===== src/rtl/ps2_pkg.sv =====
// ps2_pkg: shared definitions for the PS/2 host transmitter and receiver.
//   - ps2_tx_state_e : transmitter FSM states
//   - frame sizes, common keyboard command codes, default timing values
//   - odd_parity()   : PS/2 parity bit for a data byte
//   - sat_inc()      : saturating increment for the 20-bit timing counters
package ps2_pkg;

  typedef enum logic [2:0] {
    IDLE      = 3'd0,
    INHIBIT   = 3'd1,
    RTS       = 3'd2,
    SHIFT     = 3'd3,
    ACK       = 3'd4,
    WAIT_IDLE = 3'd5
  } ps2_tx_state_e;

  localparam int DATA_BITS  = 8;
  localparam int FRAME_BITS = 10;  // data + parity + stop; start bit is driven in RTS
  localparam int CNT_W      = 20;

  localparam logic [7:0] CMD_SET_LED = 8'hED;
  localparam logic [7:0] CMD_ENABLE  = 8'hF4;
  localparam logic [7:0] CMD_RESET   = 8'hFF;

  localparam int DEF_INHIBIT_CYCLES = 5000;    // 100 us at 50 MHz
  localparam int DEF_FILTER_LEN     = 8;
  localparam int DEF_TIMEOUT_CYCLES = 750000;  // 15 ms at 50 MHz

  // Odd parity: the parity bit makes the total number of ones odd.
  function automatic logic odd_parity(input logic [DATA_BITS-1:0] data);
    return ~^data;
  endfunction

  // Increment that sticks at all-ones instead of wrapping.
  function automatic logic [CNT_W-1:0] sat_inc(input logic [CNT_W-1:0] value);
    logic [CNT_W-1:0] result;
    if (&value) begin
      result = value;
    end else begin
      result = value + {{(CNT_W-1){1'b0}}, 1'b1};
    end
    return result;
  endfunction

endpackage


===== src/rtl/ps2_clk_filter.sv =====
// ps2_clk_filter: conditions the PS/2 pad inputs.
//   Ports:
//     clk, rst   : system clock, async active-high reset
//     ps2c_in    : raw PS/2 clock pad input
//     ps2d_in    : raw PS/2 data pad input
//     clk_filt   : glitch-filtered, synchronised PS/2 clock level
//     data_sync  : synchronised PS/2 data level
//     fall_tick  : one-cycle pulse on a filtered 1->0 clock transition
//   The filtered clock only changes when FILTER_LEN consecutive samples agree,
//   so short spikes on the open-drain clock line are ignored.
module ps2_clk_filter #(
  parameter int FILTER_LEN = 8
) (
  input  logic clk,
  input  logic rst,
  input  logic ps2c_in,
  input  logic ps2d_in,
  output logic clk_filt,
  output logic data_sync,
  output logic fall_tick
);

  logic [1:0]            c_sync_r;
  logic [1:0]            d_sync_r;
  logic [FILTER_LEN-1:0] shift_r;
  logic                  filt_r;
  logic                  filt_s;
  logic                  fall_r;

  // Two-flop synchronisers; idle PS/2 lines are high.
  always_ff @(posedge clk or posedge rst) begin
    if (rst) begin
      c_sync_r <= 2'b11;
      d_sync_r <= 2'b11;
    end else begin
      c_sync_r <= {c_sync_r[0], ps2c_in};
      d_sync_r <= {d_sync_r[0], ps2d_in};
    end
  end

  // Sample history of the synchronised clock.
  always_ff @(posedge clk or posedge rst) begin
    if (rst) begin
      shift_r <= {FILTER_LEN{1'b1}};
    end else begin
      shift_r <= {shift_r[FILTER_LEN-2:0], c_sync_r[1]};
    end
  end

  // Hysteresis: switch only on a unanimous history, otherwise hold.
  always_comb begin
    filt_s = filt_r;
    if (&shift_r) begin
      filt_s = 1'b1;
    end else if (~|shift_r) begin
      filt_s = 1'b0;
    end else begin
      filt_s = filt_r;
    end
  end

  // Filtered level and falling-edge pulse registers.
  always_ff @(posedge clk or posedge rst) begin
    if (rst) begin
      filt_r <= 1'b1;
      fall_r <= 1'b0;
    end else begin
      filt_r <= filt_s;
      fall_r <= filt_r & ~filt_s;
    end
  end

  assign clk_filt  = filt_r;
  assign data_sync = d_sync_r[1];
  assign fall_tick = fall_r;

endmodule


===== src/rtl/ps2_host_tx.sv =====
// ps2_host_tx: PS/2 host-to-device command transmitter.
//   Ports:
//     clk, rst          : system clock, async active-high reset
//     ps2c_in, ps2d_in  : PS/2 clock/data pad inputs
//     ps2c_oe, ps2d_oe  : 1 pulls the open-drain line low, 0 releases it
//     tx_start, tx_data : request to send a byte (accepted only when idle)
//     tx_busy           : transfer in progress
//     tx_done / tx_err  : one-cycle completion pulses (ACK seen / timeout or no ACK)
//   Sequence: inhibit clock, request-to-send (data low), shift data+parity+stop
//   on device clock falling edges, sample ACK, wait for bus idle.
//   All outputs are registered from the next-state values, so tx_busy and
//   ps2c_oe rise the cycle after tx_start, and tx_busy is already low in the
//   cycle that carries tx_done / tx_err.
module ps2_host_tx
  import ps2_pkg::*;
#(
  parameter int INHIBIT_CYCLES = DEF_INHIBIT_CYCLES,
  parameter int FILTER_LEN     = DEF_FILTER_LEN,
  parameter int TIMEOUT_CYCLES = DEF_TIMEOUT_CYCLES
) (
  input  logic                 clk,
  input  logic                 rst,
  input  logic                 ps2c_in,
  input  logic                 ps2d_in,
  output logic                 ps2c_oe,
  output logic                 ps2d_oe,
  input  logic                 tx_start,
  input  logic [DATA_BITS-1:0] tx_data,
  output logic                 tx_busy,
  output logic                 tx_done,
  output logic                 tx_err
);

  localparam logic [CNT_W-1:0] INH_LAST = CNT_W'(INHIBIT_CYCLES - 1);
  localparam logic [CNT_W-1:0] TO_LAST  = CNT_W'(TIMEOUT_CYCLES - 1);
  localparam logic [3:0]       BIT_LAST = 4'(FRAME_BITS - 1);

  logic clk_filt_s;
  logic data_sync_s;
  logic fall_tick_s;

  ps2_tx_state_e         state_r,   state_n;
  logic [FRAME_BITS-1:0] frame_r,   frame_n;
  logic [3:0]            bit_cnt_r, bit_cnt_n;
  logic [CNT_W-1:0]      inh_cnt_r, inh_cnt_n;
  logic [CNT_W-1:0]      to_cnt_r,  to_cnt_n;
  logic                  ack_ok_r,  ack_ok_n;
  logic                  ps2c_oe_r, ps2c_oe_n;
  logic                  ps2d_oe_r, ps2d_oe_n;
  logic                  busy_r;
  logic                  done_r,    done_n;
  logic                  err_r,     err_n;
  logic                  to_hit_s;

  ps2_clk_filter #(
    .FILTER_LEN(FILTER_LEN)
  ) u_filter (
    .clk       (clk),
    .rst       (rst),
    .ps2c_in   (ps2c_in),
    .ps2d_in   (ps2d_in),
    .clk_filt  (clk_filt_s),
    .data_sync (data_sync_s),
    .fall_tick (fall_tick_s)
  );

  assign to_hit_s = (to_cnt_r == TO_LAST);

  // Next-state, counters and next output values.
  always_comb begin
    state_n   = state_r;
    frame_n   = frame_r;
    bit_cnt_n = bit_cnt_r;
    inh_cnt_n = inh_cnt_r;
    to_cnt_n  = to_cnt_r;
    ack_ok_n  = ack_ok_r;
    ps2c_oe_n = 1'b0;
    ps2d_oe_n = ps2d_oe_r;
    done_n    = 1'b0;
    err_n     = 1'b0;
    case (state_r)
      IDLE: begin
        ps2d_oe_n = 1'b0;
        if (tx_start) begin
          frame_n   = {1'b1, odd_parity(tx_data), tx_data};
          bit_cnt_n = 4'd0;
          inh_cnt_n = {CNT_W{1'b0}};
          to_cnt_n  = {CNT_W{1'b0}};
          ps2c_oe_n = 1'b1;
          state_n   = INHIBIT;
        end else begin
          state_n = IDLE;
        end
      end
      INHIBIT: begin
        ps2d_oe_n = 1'b0;
        if (inh_cnt_r == INH_LAST) begin
          ps2d_oe_n = 1'b1;  // start bit; clock released together
          state_n   = RTS;
        end else begin
          ps2c_oe_n = 1'b1;
          inh_cnt_n = sat_inc(inh_cnt_r);
        end
      end
      RTS: begin
        ps2d_oe_n = 1'b1;
        bit_cnt_n = 4'd0;
        to_cnt_n  = {CNT_W{1'b0}};
        state_n   = SHIFT;
      end
      SHIFT: begin
        if (fall_tick_s) begin
          ps2d_oe_n = ~frame_r[0];
          frame_n   = {1'b0, frame_r[FRAME_BITS-1:1]};
          to_cnt_n  = {CNT_W{1'b0}};
          if (bit_cnt_r == BIT_LAST) begin
            state_n = ACK;
          end else begin
            bit_cnt_n = bit_cnt_r + 4'd1;
          end
        end else if (to_hit_s) begin
          ps2d_oe_n = 1'b0;
          err_n     = 1'b1;
          state_n   = IDLE;
        end else begin
          to_cnt_n = sat_inc(to_cnt_r);
        end
      end
      ACK: begin
        ps2d_oe_n = 1'b0;
        if (fall_tick_s) begin
          ack_ok_n = ~data_sync_s;
          to_cnt_n = {CNT_W{1'b0}};
          state_n  = WAIT_IDLE;
        end else if (to_hit_s) begin
          err_n   = 1'b1;
          state_n = IDLE;
        end else begin
          to_cnt_n = sat_inc(to_cnt_r);
        end
      end
      WAIT_IDLE: begin
        ps2d_oe_n = 1'b0;
        if (clk_filt_s && data_sync_s) begin
          done_n  = ack_ok_r;
          err_n   = ~ack_ok_r;
          state_n = IDLE;
        end else if (fall_tick_s) begin
          to_cnt_n = {CNT_W{1'b0}};
        end else if (to_hit_s) begin
          err_n   = 1'b1;
          state_n = IDLE;
        end else begin
          to_cnt_n = sat_inc(to_cnt_r);
        end
      end
      default: begin
        ps2d_oe_n = 1'b0;
        state_n   = IDLE;
      end
    endcase
  end

  // State, datapath and registered outputs.
  always_ff @(posedge clk or posedge rst) begin
    if (rst) begin
      state_r   <= IDLE;
      frame_r   <= {FRAME_BITS{1'b0}};
      bit_cnt_r <= 4'd0;
      inh_cnt_r <= {CNT_W{1'b0}};
      to_cnt_r  <= {CNT_W{1'b0}};
      ack_ok_r  <= 1'b0;
      ps2c_oe_r <= 1'b0;
      ps2d_oe_r <= 1'b0;
      busy_r    <= 1'b0;
      done_r    <= 1'b0;
      err_r     <= 1'b0;
    end else begin
      state_r   <= state_n;
      frame_r   <= frame_n;
      bit_cnt_r <= bit_cnt_n;
      inh_cnt_r <= inh_cnt_n;
      to_cnt_r  <= to_cnt_n;
      ack_ok_r  <= ack_ok_n;
      ps2c_oe_r <= ps2c_oe_n;
      ps2d_oe_r <= ps2d_oe_n;
      busy_r    <= (state_n != IDLE);
      done_r    <= done_n;
      err_r     <= err_n;
    end
  end

  assign ps2c_oe = ps2c_oe_r;
  assign ps2d_oe = ps2d_oe_r;
  assign tx_busy = busy_r;
  assign tx_done = done_r;
  assign tx_err  = err_r;

endmodule


===== config.mk =====
export PLATFORM = sky130hd
export DESIGN_NAME = ps2_host_tx
export DESIGN_NICKNAME = d
export VERILOG_FILES = /design/src/rtl/ps2_pkg.sv /design/src/rtl/ps2_clk_filter.sv /design/src/rtl/ps2_host_tx.sv
export SDC_FILE = /design/constraint.sdc
export NUM_CORES = 1
export LEC_CHECK = 0
export ABC_AREA = 1
export CORE_MARGIN = 4
export CORE_UTILIZATION = 25
export DETAILED_ROUTE_END_ITERATION = 10
export HOLD_SLACK_MARGIN = 0.05
export PLACE_DENSITY = 0.38
export SLEW_MARGIN = 20
export SYNTH_ARGS = -nofsm -noshare
export SYNTH_HDL_FRONTEND = slang
export SYNTH_SLANG_ARGS = --single-unit

===== constraint.sdc =====
create_clock -name clk -period 3.5 [get_ports clk]
set_input_delay 0.7 -clock clk [delete_from_list [all_inputs] [get_ports clk]]
set_output_delay 0.7 -clock clk [all_outputs]
set_load 0.05 [all_outputs]

Fig. 1: the clock network
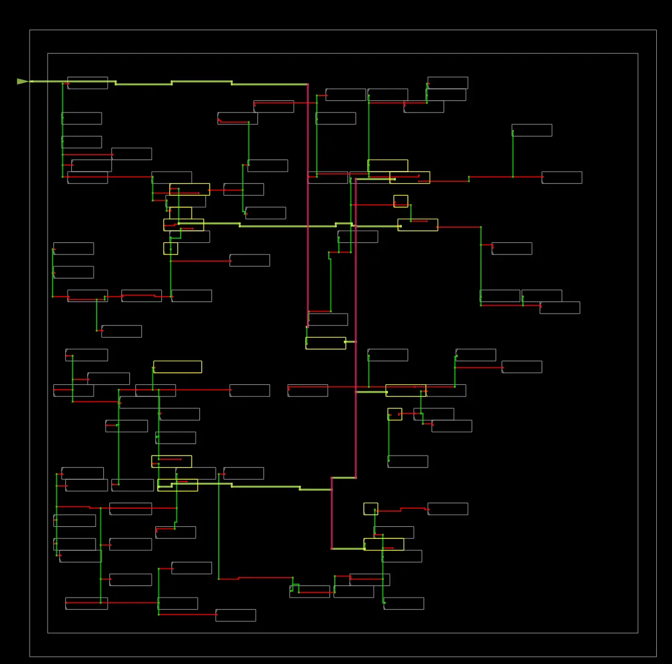
Clk Latency, worst-skew pair: 0.35 ns
total clock network power: 1.02 mW
total of clock buffers placed in the layout: 11

Fig. 2: placed cells, one color a class
Scale bar: 50 microns.
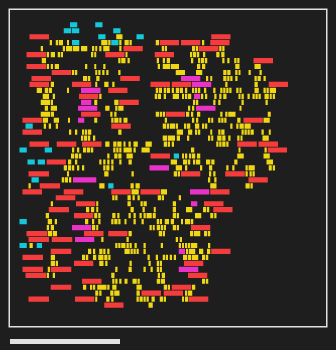
[remaining logic cells] yellow | cells: 544 | share of their area: 51%
[clock drivers and dummy loads] magenta | cells: 16 | share of their area: 6.5%
[remaining buffers and delay cells] cyan | cells: 20 | share of their area: 3.8%
[registers] red | cells: 77 | share of their area: 38%

Fig. 3: routed clock nets over the placement
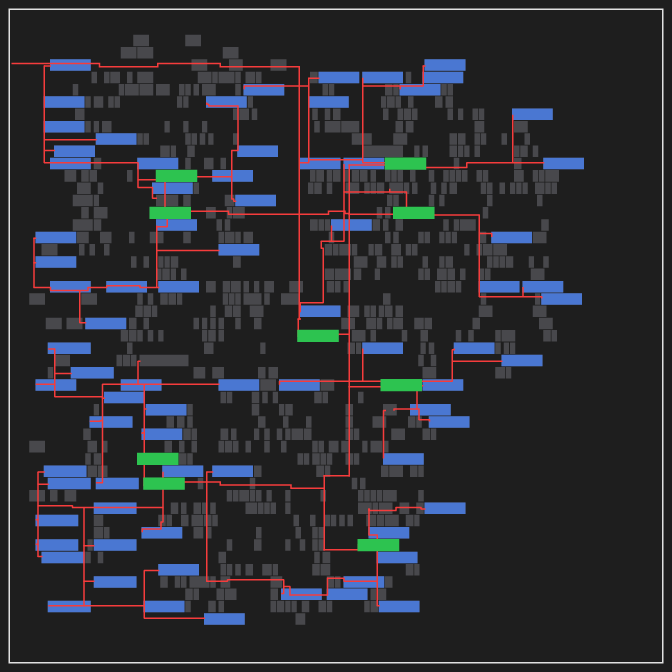
[flip-flops] blue | count: 77
[clock wires] red | length: 1280 microns
[clock-net drivers] green | count: 9
routed clock nets: 10
flops lie: spread over the die

==> flow.log <==
[flow] final metrics
[metrics] Post-Place Worst Slack: ~1 ns
[metrics] Tmin final: ~2.4 ns
[metrics] total clock buffers created by CTS: 9
[metrics] number of enable-type register cells in the synthesized netlist: 0
[metrics] cell area power density: between 300 and 400 nW/um^2
[metrics] area of the die: around 21000 sq um
[metrics] cell mode on critical path: sky130_fd_sc_hd__nand2_1
[metrics] share of the synthesized area in the top cell type: 0.3459
[metrics] Layout Area Growth over Synthesis: 15.35%
[metrics] instance tally after logic synthesis: about 640
[metrics] highest clock frequency the design can meet: between 0.4 and 0.5 GHz
[metrics] share of final-layout standard cells stronger than drive strength 1: 0.1157
[metrics] Die Width: 144.1 microns
[metrics] Max-Slew Margin vs Limit: 0.4492
[metrics] synthesized netlist net count: 653
[metrics] outcome: completed
[metrics] IR drop worst, VDD: roughly 0.22 mV
[metrics] CTS Root Cell: sky130_fd_sc_hd__clkbuf_16
[metrics] Site Rows: 49
[metrics] top cells by count: sky130_fd_sc_hd__nand2_1 (175), sky130_fd_sc_hd__nor2_1 (83), sky130_fd_sc_hd__nand3_1 (66)
[metrics] Final Max-Slew Violation Tally: 0
[metrics] setup violation total in the final timing report: 0
[metrics] crit path from: inh_cnt_r[0]$_DFFE_PP0P_
[metrics] Final nets: 669
[metrics] count of vias placed by the detailed router: between 4000 and 5000
[metrics] Async SR Flop Fraction: 1.000
[metrics] wire length per cell: roughly 14 microns
[metrics] post-synthesis instance area: 4631 sq um
[metrics] setup clock skew after layout: 0.008359 ns
[metrics] post-CTS repair timing setup buffer count: 0
[metrics] Syn. warnings: 0
[metrics] number of endpoints with negative hold slack in the final report: 0
[metrics] Post-CTS Hold Fix Bufs: 0
[metrics] Fin Hold WS: between 0.3 and 0.4 ns
[metrics] capturing point of the worst reg2reg path: inh_cnt_r[2]$_DFFE_PP0P_
[metrics] Min-Delay Path Class: flip-flop to flip-flop
[metrics] worst-case register-to-register setup slack: 1.11 ns
[metrics] launch point of the worst hold path: u_filter.d_sync_r[0]$_DFF_PP1_
[metrics] most numerous logic cell after layout: sky130_fd_sc_hd__nand2_1
[metrics] most frequently used flop master after synthesis: sky130_fd_sc_hd__dfrtp_1
[metrics] total inserted antenna cells: 0
[metrics] summed standard-cell area reported by yosys: 4631 sq um
[metrics] final sum of negative setup slack: 0 ns
[metrics] biggest area contributors in the synthesized netlist: sky130_fd_sc_hd__dfrtp_1 (35%), sky130_fd_sc_hd__nand2_1 (14%), sky130_fd_sc_hd__dfstp_2 (7.4%)
[metrics] hold path endpoint: u_filter.d_sync_r[1]$_DFF_PP1_
[metrics] crit end category: flip-flop
[metrics] cell with the biggest individual delay on the critical path: sky130_fd_sc_hd__dfrtp_1
[sequential cells by signal (all words and copies together) (netlist names), 2 cells and up]
signal,count
bit_cnt_r,4
inh_cnt_r,20
state_r,3
u_filter.c_sync_r,2
u_filter.d_sync_r,2
to_cnt_r,20
frame_r,10
u_filter.shift_r,8
[logic make-up (layout without fill, tap and decap cells)]
family                   Yosys count  in the layout  share of synthesized area
flip-flops                        77             77                     0.4196
buffers and inverters             83            104                    0.07646
AND-OR/OR-AND                     63             63                    0.08404
AND/OR/NAND/NOR                  387            387                     0.3675
adder cells (fa/ha/maj)            4              4                    0.01081
XOR/XNOR                          22             22                    0.04161
[per-stage QoR]
step / cell area [sq um] / utilization / cells
after floorplan: 4631 / - / 636
after global placement: 5012 / 0.2771 / 870
after detailed placement: 5012 / 0.2771 / 870
after CTS: 5341 / 0.2953 / 886
after global routing: 5341 / 0.2953 / 886
final: 5341 / 0.2953 / 886
[where the power goes]
part	leakage, nW	total [mW]	switching (mW)	internal [mW]
Combinational	1.25	0.0600	0.0355	0.0245
Sequential	0.886	0.907	0.00379	0.903
Clock	0.161	1.02	0.402	0.622
[layout make-up]
type,instances,area [sq um]
multi-input cells,476,2333
repair buffers,20,192.7
well taps,229,286.5
inverters,68,256.5
fillers,1931,12740
flip-flops and latches,77,1943
clock inverters,5,65.06
clock buffers,11,264.0
[per-layer routing]
metal  up-vias  track usage  share of wire
li1       2099            -              -
met4         0      0.03419          0.012
met1      1908       0.1727           0.51
met3        10      0.02546          0.029
met5         -            0              0
met2        43       0.1923           0.45
[worst max-delay path, delay by kind of cell (launching register included)]
kind	cells	cell delay [ns]
and+or+nand+nor	7	1.36
adders and majority gates	1	0.35
AOI/OAI and AO/OA	1	0.10
DFF	1	0.45
No activity file was given, so power comes from the tool's default toggle rates.
